## src/rtl/fifo_ser_pkg.sv

```systemverilog
// fifo_ser_pkg: shared types and constants for the FIFO-draining serializer.
//   ser_state_t          : serializer FSM state encoding
//   DEFAULT_DATA_WIDTH   : default FIFO word / serial data field width
//   DEFAULT_CLKS_PER_BIT : default clk cycles per serial bit
//   frame_len()          : clk cycles in one serial frame
// Optional feature macro: FIFO_SER_PARITY_EN (adds an even-parity bit).
package fifo_ser_pkg;

  localparam int DEFAULT_DATA_WIDTH   = 15;
  localparam int DEFAULT_CLKS_PER_BIT = 4;

`ifdef FIFO_SER_PARITY_EN
  localparam int PARITY_BITS = 1;
`else
  localparam int PARITY_BITS = 0;
`endif

  typedef enum logic [2:0] {
    IDLE   = 3'd0,
    POP    = 3'd1,
    LOAD   = 3'd2,
    START  = 3'd3,
    DATA   = 3'd4,
`ifdef FIFO_SER_PARITY_EN
    PARITY = 3'd5,
`endif
    STOP   = 3'd6
  } ser_state_t;

  // Start + data + optional parity + stop, each CLKS_PER_BIT cycles long.
  function automatic int frame_len(input int data_width, input int clks_per_bit);
    return (data_width + 2 + PARITY_BITS) * clks_per_bit;
  endfunction

endpackage

```

## src/rtl/fifo_serializer_if.sv

```systemverilog
// fifo_serializer_if: FIFO read port plus serial-side status of the serializer.
//   en         : permission to start new frames
//   fifo_empty : FIFO empty flag
//   fifo_rd_en : FIFO pop request (one-cycle pulse)
//   fifo_data  : FIFO data_out, valid the cycle after fifo_rd_en
//   ser_out    : serial line, idles high
//   busy       : frame in progress (POP through STOP)
//   word_done  : pulse on the final STOP cycle
// Modports: master = serializer side, slave = FIFO / environment side.
interface fifo_serializer_if import fifo_ser_pkg::*; #(
  parameter int DATA_WIDTH = DEFAULT_DATA_WIDTH
) ();

  logic                  en;
  logic                  fifo_empty;
  logic                  fifo_rd_en;
  logic [DATA_WIDTH-1:0] fifo_data;
  logic                  ser_out;
  logic                  busy;
  logic                  word_done;

  modport master (
    input  en, fifo_empty, fifo_data,
    output fifo_rd_en, ser_out, busy, word_done
  );

  modport slave (
    output en, fifo_empty, fifo_data,
    input  fifo_rd_en, ser_out, busy, word_done
  );

endinterface

```

## src/rtl/fifo_serializer_bit_timer.sv

```systemverilog
// ser_bit_timer: bit-period tick counter for the serializer.
//   clk, rst     : clock, asynchronous active-high reset
//   clr          : hold the counter at zero (between frames)
//   bit_end      : high on the last cycle of each bit period
//   bit_end_next : bit_end as it will be in the next cycle (for registered outputs)
module ser_bit_timer #(
  parameter int CLKS_PER_BIT = 4
) (
  input  logic clk,
  input  logic rst,
  input  logic clr,
  output logic bit_end,
  output logic bit_end_next
);

  localparam int TW = (CLKS_PER_BIT > 1) ? $clog2(CLKS_PER_BIT) : 1;
  localparam logic [TW-1:0] TICK_LAST = TW'(CLKS_PER_BIT - 1);

  logic [TW-1:0] tick_r;
  logic [TW-1:0] tick_nxt_s;

  // Next tick: cleared on request, wraps to zero at the end of a bit period.
  always_comb begin
    tick_nxt_s = '0;
    if (clr) begin
      tick_nxt_s = '0;
    end else if (tick_r == TICK_LAST) begin
      tick_nxt_s = '0;
    end else begin
      tick_nxt_s = tick_r + TW'(1);
    end
  end

  // Tick counter register.
  always_ff @(posedge clk or posedge rst) begin
    if (rst) begin
      tick_r <= '0;
    end else begin
      tick_r <= tick_nxt_s;
    end
  end

  assign bit_end      = (tick_r == TICK_LAST);
  assign bit_end_next = (tick_nxt_s == TICK_LAST);

endmodule

```

## src/rtl/fifo_serializer.sv

```systemverilog
// fifo_serializer: pops words from a synchronous FIFO and sends each as an
// async serial frame (start bit, DATA_WIDTH data bits LSB first, optional
// even-parity bit, stop bit), each bit CLKS_PER_BIT clk cycles long.
//   clk, rst : clock, asynchronous active-high reset
//   bus      : fifo_serializer_if.master (en, FIFO read port, ser_out, busy, word_done)
// Optional feature macro: FIFO_SER_PARITY_EN (PARITY state between DATA and STOP).
module fifo_serializer import fifo_ser_pkg::*; #(
  parameter int DATA_WIDTH   = DEFAULT_DATA_WIDTH,
  parameter int CLKS_PER_BIT = DEFAULT_CLKS_PER_BIT
) (
  input logic               clk,
  input logic               rst,
  fifo_serializer_if.master bus
);

  localparam int BW = $clog2(DATA_WIDTH + 1);
  localparam logic [BW-1:0] BIT_LAST = BW'(DATA_WIDTH - 1);

  ser_state_t            state_r, state_nxt_s;
  logic [DATA_WIDTH-1:0] shreg_r, shreg_nxt_s;
  logic [BW-1:0]         bitcnt_r, bitcnt_nxt_s;
  logic                  fifo_rd_en_r, ser_out_r, busy_r, word_done_r;
  logic                  ser_out_nxt_s;
  logic                  timer_clr_s, bit_end_s, bit_end_next_s;

`ifdef FIFO_SER_PARITY_EN
  logic par_r, par_nxt_s;

  function automatic logic even_parity(input logic [DATA_WIDTH-1:0] word);
    return ^word;
  endfunction
`endif

  // The bit timer only runs while a bit is on the line.
  assign timer_clr_s = (state_r == IDLE) || (state_r == POP) || (state_r == LOAD);

  ser_bit_timer #(.CLKS_PER_BIT(CLKS_PER_BIT)) u_bit_timer (
    .clk          (clk),
    .rst          (rst),
    .clr          (timer_clr_s),
    .bit_end      (bit_end_s),
    .bit_end_next (bit_end_next_s)
  );

  // Next-state, shift register and bit counter logic.
  always_comb begin
    state_nxt_s  = state_r;
    shreg_nxt_s  = shreg_r;
    bitcnt_nxt_s = bitcnt_r;
`ifdef FIFO_SER_PARITY_EN
    par_nxt_s    = par_r;
`endif
    case (state_r)
      IDLE: begin
        if (bus.en && !bus.fifo_empty) state_nxt_s = POP;
        else                           state_nxt_s = IDLE;
      end
      POP: state_nxt_s = LOAD;
      LOAD: begin
        shreg_nxt_s  = bus.fifo_data;
        bitcnt_nxt_s = '0;
`ifdef FIFO_SER_PARITY_EN
        par_nxt_s    = even_parity(bus.fifo_data);
`endif
        state_nxt_s  = START;
      end
      START: begin
        if (bit_end_s) state_nxt_s = DATA;
        else           state_nxt_s = START;
      end
      DATA: begin
        if (bit_end_s) begin
          shreg_nxt_s = shreg_r >> 1;
          if (bitcnt_r == BIT_LAST) begin
            bitcnt_nxt_s = '0;
`ifdef FIFO_SER_PARITY_EN
            state_nxt_s  = PARITY;
`else
            state_nxt_s  = STOP;
`endif
          end else begin
            bitcnt_nxt_s = bitcnt_r + BW'(1);
            state_nxt_s  = DATA;
          end
        end else begin
          state_nxt_s = DATA;
        end
      end
`ifdef FIFO_SER_PARITY_EN
      PARITY: begin
        if (bit_end_s) state_nxt_s = STOP;
        else           state_nxt_s = PARITY;
      end
`endif
      STOP: begin
        // Last stop cycle doubles as the frame boundary where en/empty are sampled.
        if (bit_end_s) begin
          if (bus.en && !bus.fifo_empty) state_nxt_s = POP;
          else                           state_nxt_s = IDLE;
        end else begin
          state_nxt_s = STOP;
        end
      end
      default: state_nxt_s = IDLE;
    endcase
  end

  // Line level for the next cycle, decoded from next state so ser_out is a flop.
  always_comb begin
    ser_out_nxt_s = 1'b1;
    case (state_nxt_s)
      START:   ser_out_nxt_s = 1'b0;
      DATA:    ser_out_nxt_s = shreg_nxt_s[0];
`ifdef FIFO_SER_PARITY_EN
      PARITY:  ser_out_nxt_s = par_nxt_s;
`endif
      default: ser_out_nxt_s = 1'b1;
    endcase
  end

  // State, datapath and registered outputs.
  always_ff @(posedge clk or posedge rst) begin
    if (rst) begin
      state_r      <= IDLE;
      shreg_r      <= '0;
      bitcnt_r     <= '0;
`ifdef FIFO_SER_PARITY_EN
      par_r        <= 1'b0;
`endif
      fifo_rd_en_r <= 1'b0;
      ser_out_r    <= 1'b1;
      busy_r       <= 1'b0;
      word_done_r  <= 1'b0;
    end else begin
      state_r      <= state_nxt_s;
      shreg_r      <= shreg_nxt_s;
      bitcnt_r     <= bitcnt_nxt_s;
`ifdef FIFO_SER_PARITY_EN
      par_r        <= par_nxt_s;
`endif
      fifo_rd_en_r <= (state_nxt_s == POP);
      ser_out_r    <= ser_out_nxt_s;
      busy_r       <= (state_nxt_s != IDLE);
      word_done_r  <= (state_nxt_s == STOP) && bit_end_next_s;
    end
  end

  assign bus.fifo_rd_en = fifo_rd_en_r;
  assign bus.ser_out    = ser_out_r;
  assign bus.busy       = busy_r;
  assign bus.word_done  = word_done_r;

endmodule
```

## src/flat_wrapper.sv

```systemverilog
// flat-port wrapper written by rule: the top's interface ports become plain ports
module fifo_serializer_flat import fifo_ser_pkg::*;
#(
  parameter int DATA_WIDTH   = DEFAULT_DATA_WIDTH,
  parameter int CLKS_PER_BIT = DEFAULT_CLKS_PER_BIT
)
  (clk, rst, bus_en, bus_fifo_empty, bus_fifo_data, bus_fifo_rd_en, bus_ser_out, bus_busy, bus_word_done);
  fifo_serializer_if #(.DATA_WIDTH(DATA_WIDTH)) bus_i ();
  input logic clk;
  input logic rst;
  input wire logic [$bits(bus_i.en)-1:0] bus_en;
  input wire logic [$bits(bus_i.fifo_empty)-1:0] bus_fifo_empty;
  input wire logic [$bits(bus_i.fifo_data)-1:0] bus_fifo_data;
  output wire logic [$bits(bus_i.fifo_rd_en)-1:0] bus_fifo_rd_en;
  output wire logic [$bits(bus_i.ser_out)-1:0] bus_ser_out;
  output wire logic [$bits(bus_i.busy)-1:0] bus_busy;
  output wire logic [$bits(bus_i.word_done)-1:0] bus_word_done;
  assign bus_i.en = bus_en;
  assign bus_i.fifo_empty = bus_fifo_empty;
  assign bus_i.fifo_data = bus_fifo_data;
  assign bus_fifo_rd_en = bus_i.fifo_rd_en;
  assign bus_ser_out = bus_i.ser_out;
  assign bus_busy = bus_i.busy;
  assign bus_word_done = bus_i.word_done;
  fifo_serializer #(.DATA_WIDTH(DATA_WIDTH), .CLKS_PER_BIT(CLKS_PER_BIT)) u_core (.clk(clk), .rst(rst), .bus(bus_i));
endmodule
```

## config.mk

```make
export PLATFORM = sky130hd
export DESIGN_NAME = fifo_serializer_flat
export DESIGN_NICKNAME = d
export VERILOG_FILES = /design/src/rtl/fifo_ser_pkg.sv /design/src/rtl/fifo_serializer_if.sv /design/src/rtl/fifo_serializer_bit_timer.sv /design/src/rtl/fifo_serializer.sv /design/src/flat_wrapper.sv
export SDC_FILE = /design/constraint.sdc
export NUM_CORES = 1
export LEC_CHECK = 0
export ABC_CLOCK_PERIOD_IN_PS = 1530
export CORE_ASPECT_RATIO = 0.6
export CORE_MARGIN = 10
export CORE_UTILIZATION = 32
export DETAILED_ROUTE_END_ITERATION = 12
export PLACE_DENSITY_LB_ADDON = 0.08
export SYNTH_ARGS = -nofsm -noshare
export SYNTH_HDL_FRONTEND = slang
export SYNTH_HIERARCHICAL = 1
export SYNTH_SLANG_ARGS = --single-unit
```

## constraint.sdc

```tcl
create_clock -name clk -period 1.53 [get_ports clk]
set_input_delay 0.153 -clock clk [delete_from_list [all_inputs] [get_ports clk]]
set_output_delay 0.153 -clock clk [all_outputs]
set_load 0.05 [all_outputs]
```

Figure 1. Where the registers sit (run 1).
(3 px per um)
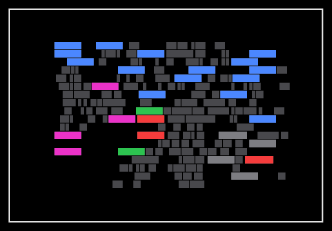
Key: red = u_core/state_r [sequential cells 3]; green = u_core/u_bit_timer/tick_r [sequential cells 2]; magenta = u_core/bitcnt_r [sequential cells 4, where middle left]; blue = u_core/shreg_r [sequential cells 15]
Another 4 sequential cells are not coloured.

Figure 2. Gate families picked out (run 1).
(4 px per um)
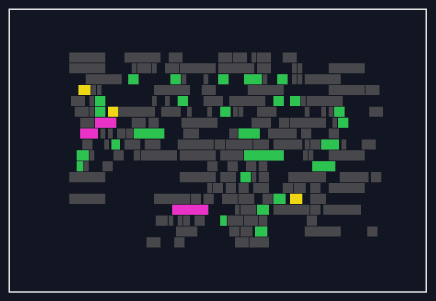
Key: magenta = fa/ha/maj cells [cells 3]; yellow = non-inverting ao/oa cells [cells 3]; green = aoi and oai cells [cells 26, most used a22oi_1]

Figure 3. Clock wiring as the flow saved it (run 1).
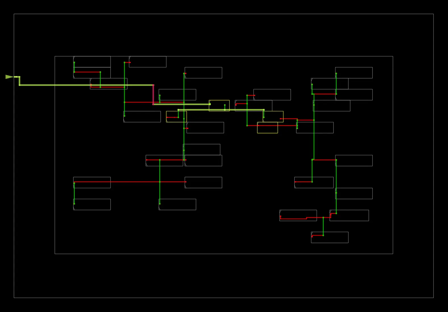
Skew-Pair Late Insertion Delay: 0.27 ns
clock buffer count from CTS: 3
Layout clock buffers: 4
# clock sinks: 28
number of sequential cells: 28

==> flow_summary.json, run 1 <==
{
  "outcome": "complete, but fails checks",
  "failing_checks": "setup timing",
  "worst_path_dominant_cell_family": "simple AND/OR/NAND/NOR gates",
  "final_max_slew_viol_count": 0,
  "ys_cells": 127,
  "max_stage_delay_ns": 0.36,
  "drt_pass1_iterations": 4,
  "pwr-share-comb_pct": 49.7,
  "initCoreUtil_pct": 33.0,
  "design.portCount": 23,
  "drc": 0,
  "mappedNetlistArea_um2": 1350,
  "grt_overflow": 0,
  "largest_area_cell": "dfrtp_1",
  "cts-htree-levels": 1,
  "tightest_slew_ns": 0.350,
  "layout.cells.non_filler": 239,
  "design.die.area_um2": 7310,
  "r2r-end": "u_core/bus.busy",
  "die_height_um": 70.3,
  "post_synth_tally_of_flip_flops_with_integrated_enable": 0,
  "place_inst": 227,
  "flop_area_um2": 703,
  "routabilityCongestion": 0.785,
  "ctsRootBufferMaster": "clkbuf_8",
  "place.detailed.hpwl_um": 2440,
  "clock_tree.buffer_depth": 2,
  "maxClockFrequency_mhz": 622,
  "report.final.setup_viol": 2,
  "final_instance_area_um2": 2050,
  "worstPathMaxFanout": 2,
  "flow.area_growth_from_synthesis_pct": 51.8,
  "worst_relative_slew_slack_pct": 76.6,
  "initial_antenna_violation_count": 0,
  "startpoint_type": "flip-flop",
  "most-common-layout-cells": "nand2_1, buf_4, dfrtp_1",
  "synth.yosys.seq_area_share_pct": 51.9,
  "number_of_instances_in_the_synthesized_netlist": 127,
  "avgViaCountPerCell": 4.61,
  "cts_hold_repair.buffers": 0,
  "antenna_cells_inserted": 0,
  "postSynthNetCount": 149,
  "ys_dominant_reg_cell": "dfrtp_1",
  "worst_r2r_path_depth": 6,
  "pwr.group.sequential_mw": 1.19,
  "drive_gt1_share_pct": 36.3,
  "power_mw": 3.27,
  "fin_worst_skew_ns": 0.00307,
  "hold_viol": 0,
  "combGateArea_um2": 671,
  "utilization_pct": 50.0,
  "crit_path_end_kind": "flip-flop",
  "routedWlPerCell_um": 14.2,
  "place_ws_ns": -0.133,
  "setup_slack_ns": -0.0784,
  "yosys-top-cells-count": "nand2_1, dfrtp_1, a22oi_1",
  "crit_type": "flip-flop to flip-flop",
  "dpl_cell_area_um2": 1810,
  "worst_r2r_startpoint": "u_core/bitcnt_r[0]",
  "yosys.cell_types.count": 40,
  "setup_tns_ns": -0.0968,
  "layout_worst_path_cycle_share_pct": 105,
  "cts.reportedPaths.clkPinSlew_ns": 0.09,
  "top_area_share_pct": 50.0
}
run 1: state kept, by name, summed over array words and instances (netlist names):
register and cells:
u_core/bitcnt_r 4, u_core/bus.busy 1, u_core/bus.fifo_rd_en 1, u_core/bus.ser_out 1, u_core/bus.word_done 1, u_core/shreg_r 15
u_core/state_r 3, u_core/u_bit_timer/tick_r 2
run 1: cell families after synthesis:
kind of cell / count (synthesis) / share of synthesized area, %
AOI/OAI and AO/OA: 29 / 16.9
adders and majority gates: 3 / 2.78
buffers and inverters: 11 / 5.00
DFF: 28 / 51.9
muxes: 2 / 1.57
and+or+nand+nor: 54 / 21.8
run 1: layout make-up:
cell class              count  share of cell area, %
clock buffers               4                   2.68
inverters                   5                  0.915
multi-input cells          88                   32.7
flip-flops and latches     28                   34.3
well taps                  60                   3.66
repair buffers             54                   25.7
run 1: how the worst max path moves through the flow:
stage                     slack (ns)  cells after the start                         start            endpoint
after floorplan               -0.003                      5  u_core/u_bit_timer/tick_r[0]  u_core/bus.ser_out
after global placement         -0.06                      5  u_core/u_bit_timer/tick_r[0]  u_core/bus.ser_out
after detailed placement       -0.13                      5  u_core/u_bit_timer/tick_r[0]  u_core/bus.ser_out
after CTS                      -0.02                      5  u_core/u_bit_timer/tick_r[0]     u_core/bus.busy
after global routing           -0.12                      6            u_core/bitcnt_r[0]     u_core/bus.busy
final                          -0.08                      6            u_core/bitcnt_r[0]     u_core/bus.busy
run 1: per-layer routing:
layer / part of all wire [%] / global-route usage, %
met5: 0 / 0
met2: 46 / 14.8
met3: 5.5 / 3.57
met4: 0.65 / 0.922
met1: 48 / 11.4
run 1: what timing repair did:
item,CTS,global route
gates cloned,0,1
buffers inserted,6,1
setup endpoints to repair,9,18
resized,15,10
pin swaps,8,7
==> run 1 -> run 2 <==
- SYNTH_HIERARCHICAL: 1 -> unset
Figure 4. Wires at chosen ports, followed through buffers (run 2).
(4 px per um)
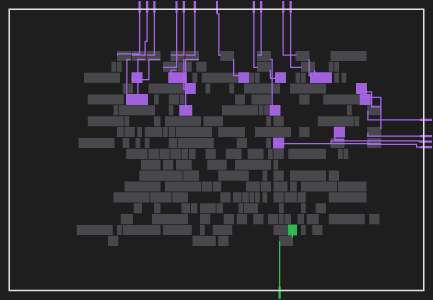
Key: purple = bus_fifo_data [bits 15, direction input, end cells 15, wire 372 um]; green = bus_fifo_empty [bits 1, direction input, end cells 1, wire 13.8 um]

==> flow_summary.json, run 2 <==
{
  "crit_type": "flip-flop to flip-flop",
  "antenna_cells_inserted": 0,
  "maxClockFrequency_mhz": 645,
  "routedWlPerCell_um": 13.4,
  "cts.reportedPaths.clkPinSlew_ns": 0.10,
  "log.warning_count": 30,
  "number_of_instances_in_the_synthesized_netlist": 136,
  "drt_pass1_iterations": 4,
  "place_inst": 223,
  "ys_seq_elements": 28,
  "finalWirelength_um": 3120,
  "yosys.cell_types.count": 32,
  "drv_cap": 0,
  "layout_worst_path_cycle_share_pct": 101,
  "grt_overflow": 0,
  "finalCriticalPeriod_ns": 1.55,
  "avgViaCountPerCell": 4.76,
  "synth.yosys.seq_area_share_pct": 52.7,
  "final.hold.worst_slack_ns": 0.224,
  "p_leak_nw": 0.935,
  "drtAntennaViolNets": 0,
  "clock_tree.buffer_depth": 2,
  "ys_cells": 136,
  "report.final.setup_viol": 1,
  "ys_sh_simple_pct": 21.1,
  "share_seq_of_total_power_pct": 36.5,
  "final_layout_top_logic_cell": "nand2_1",
  "cts-htree-levels": 1,
  "ctsRootBufferMaster": "clkbuf_8",
  "place.detailed.hpwl_um": 2330,
  "design.portCount": 23,
  "outcome": "complete, but fails checks",
  "synthArstFlopShare_pct": 100,
  "largest_area_cell": "dfrtp_1",
  "power_spent_charging_and_discharging_nets_mw": 1.11,
  "top_area_share_pct": 50.8,
  "synth.comb.largest_family": "simple AND/OR/NAND/NOR gates",
  "postSynthNetCount": 158,
  "fin_worst_skew_ns": 0.0100,
  "synthMuxAreaShare_pct": 0.752,
  "tritoncts_num_sinks": 28,
  "routabilityCongestion": 0.761,
  "most-common-layout-cells": "nand2_1, buf_4, dfrtp_1",
  "final_max_slew_viol_count": 0,
  "grt_start_max_net_pins": 29,
  "avgSynthCellArea_um2": 9.79,
  "power_frac_clock_pct": 18.1,
  "hold_viol": 0,
  "drt_iter0_drc": 59,
  "design.die.area_um2": 7220,
  "synthAoiAreaFrac_pct": 18.1,
  "switching_share_pct": 34.2,
  "mappedNetlistArea_um2": 1330,
  "placementRows": 18,
  "io_buffers": 22,
  "die_height_um": 70.0,
  "biggest_registers_after_layout": "u_core.shreg_r: 15 flops, u_core.bitcnt_r: 4 flops, u_core.state_r: 3 flops",
  "pwr-share-comb_pct": 45.3,
  "crit_path_end_kind": "flip-flop",
  "synth-adder-area-share_pct": 2.82,
  "dpl_cell_area_um2": 1770,
  "cts_hold_repair.buffers": 0,
  "initCoreUtil_pct": 32.8,
  "worstPathMaxFanout": 2,
  "synth-xor-area-share_pct": 0,
  "dominant_power_group": "combinational cells",
  "met2_wirelength_um": 1370,
  "startpoint_type": "flip-flop",
  "met3RoutedLength_um": 122,
  "tightest_slew_ns": 0.357,
  "initial_antenna_violation_count": 0,
  "yosys-top-cells-count": "nand2_1, dfrtp_1, a22oi_1",
  "drive_gt1_share_pct": 29.5,
  "failing_checks": "setup timing",
  "first_pass_grt_wire_length_um": 5320,
  "critPathLaunch": "u_core.bitcnt_r[0]",
  "met1_length_um": 1600,
  "cts_inserted_buffers": 3,
  "route.top_layer_used": "met4",
  "ys_dominant_reg_cell": "dfrtp_1",
  "worst_r2r_startpoint": "u_core.bitcnt_r[0]",
  "layout.cells.non_filler": 233,
  "setup_slack_ns": -0.0201,
  "number_of_flip_flops_under_the_largest_register_name": 15,
  "flow.area_growth_from_synthesis_pct": 46.9,
  "worst_relative_slew_slack_pct": 76.2,
  "drc": 0,
  "pwr.group.sequential_mw": 1.18,
  "final_instance_area_um2": 1960,
  "critical_path_arrival_ns": 1.78,
  "post_synth_tally_of_flip_flops_with_integrated_enable": 0,
  "largest-register": "u_core.shreg_r",
  "clk_latency_ns": 0.28
}
Figure 5. Wiring by layer (run 2).
(4 px per um)
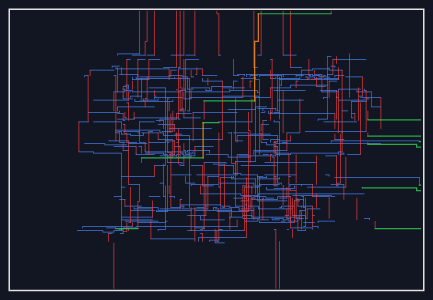
Key: orange = M4 [wire length 31.5 um]; blue = M1 [wire length 1,600 um]; green = M3 [wire length 123 um]; red = M2 [wire length 1,370 um]

run 2: cell count changes after synthesis, sizes merged, moves of 2 or more:
cell | previous run | this run
and2b | 2 | 0
nand2 | 33 | 36
buf | 5 | 8
o21ai | 2 | 7
nor2 | 4 | 7
run 2: worst max-delay path, stage by stage, from the launching register on:
cell and delay, ns:
dfrtp_1 0.39, inv_1 0.06, ha_2 0.17, and3_4 0.19, nand2_2 0.05, a221o_1 0.32
a32o_1 0.25, nand3_1 0.08
run 2: final cells by class:
type | count | area, um2 | share of cell area (%)
flip-flops and latches | 28 | 704 | 36.0
multi-input cells | 96 | 638 | 32.6
repair buffers | 51 | 464 | 23.7
well taps | 50 | 62.6 | 3.20
clock buffers | 3 | 41.3 | 2.11
clock inverters | 1 | 30.0 | 1.54
inverters | 4 | 15.0 | 0.768
run 2: per-stage QoR:
step	power (mW)	utilization [%]	setup WS, ns	setup TNS, ns
detailed placement	2.46	43.6	-0.0516	-0.191
finish	3.23	48.2	-0.0201	-0.0201
floorplan	1.96	-	-0.0159	-0.0159
global placement	2.43	43.6	-0.0360	-0.0785
CTS	3.12	46.4	-0.0350	-0.0807
global route	3.49	48.2	-0.0993	-0.399
run 2: worst paths after layout:
check	end	cells past startpoint
max reg2reg	u_core.bus.ser_out	7
min reg2reg	u_core.shreg_r[0]	2
max in group asynchronous	u_core.bus.ser_out	3
max	u_core.bus.ser_out	7
min	u_core.shreg_r[9]	3
min in group clk	u_core.shreg_r[8]	3
run 2: metal layers:
layer / vias to the layer above / global-route usage, %
met3: 4 / 2.75
met4: 0 / 2.30
met1: 524 / 12.7
li1: 569 / -
met5: - / 0
met2: 13 / 12.5
run 2: repair_timing:
item,in CTS,in global routing
buffers inserted,3,3
resized,6,9
pin swaps,3,3
setup endpoints to repair,5,19
Power figures rest on the tool's default switching activity, not on a simulated workload.
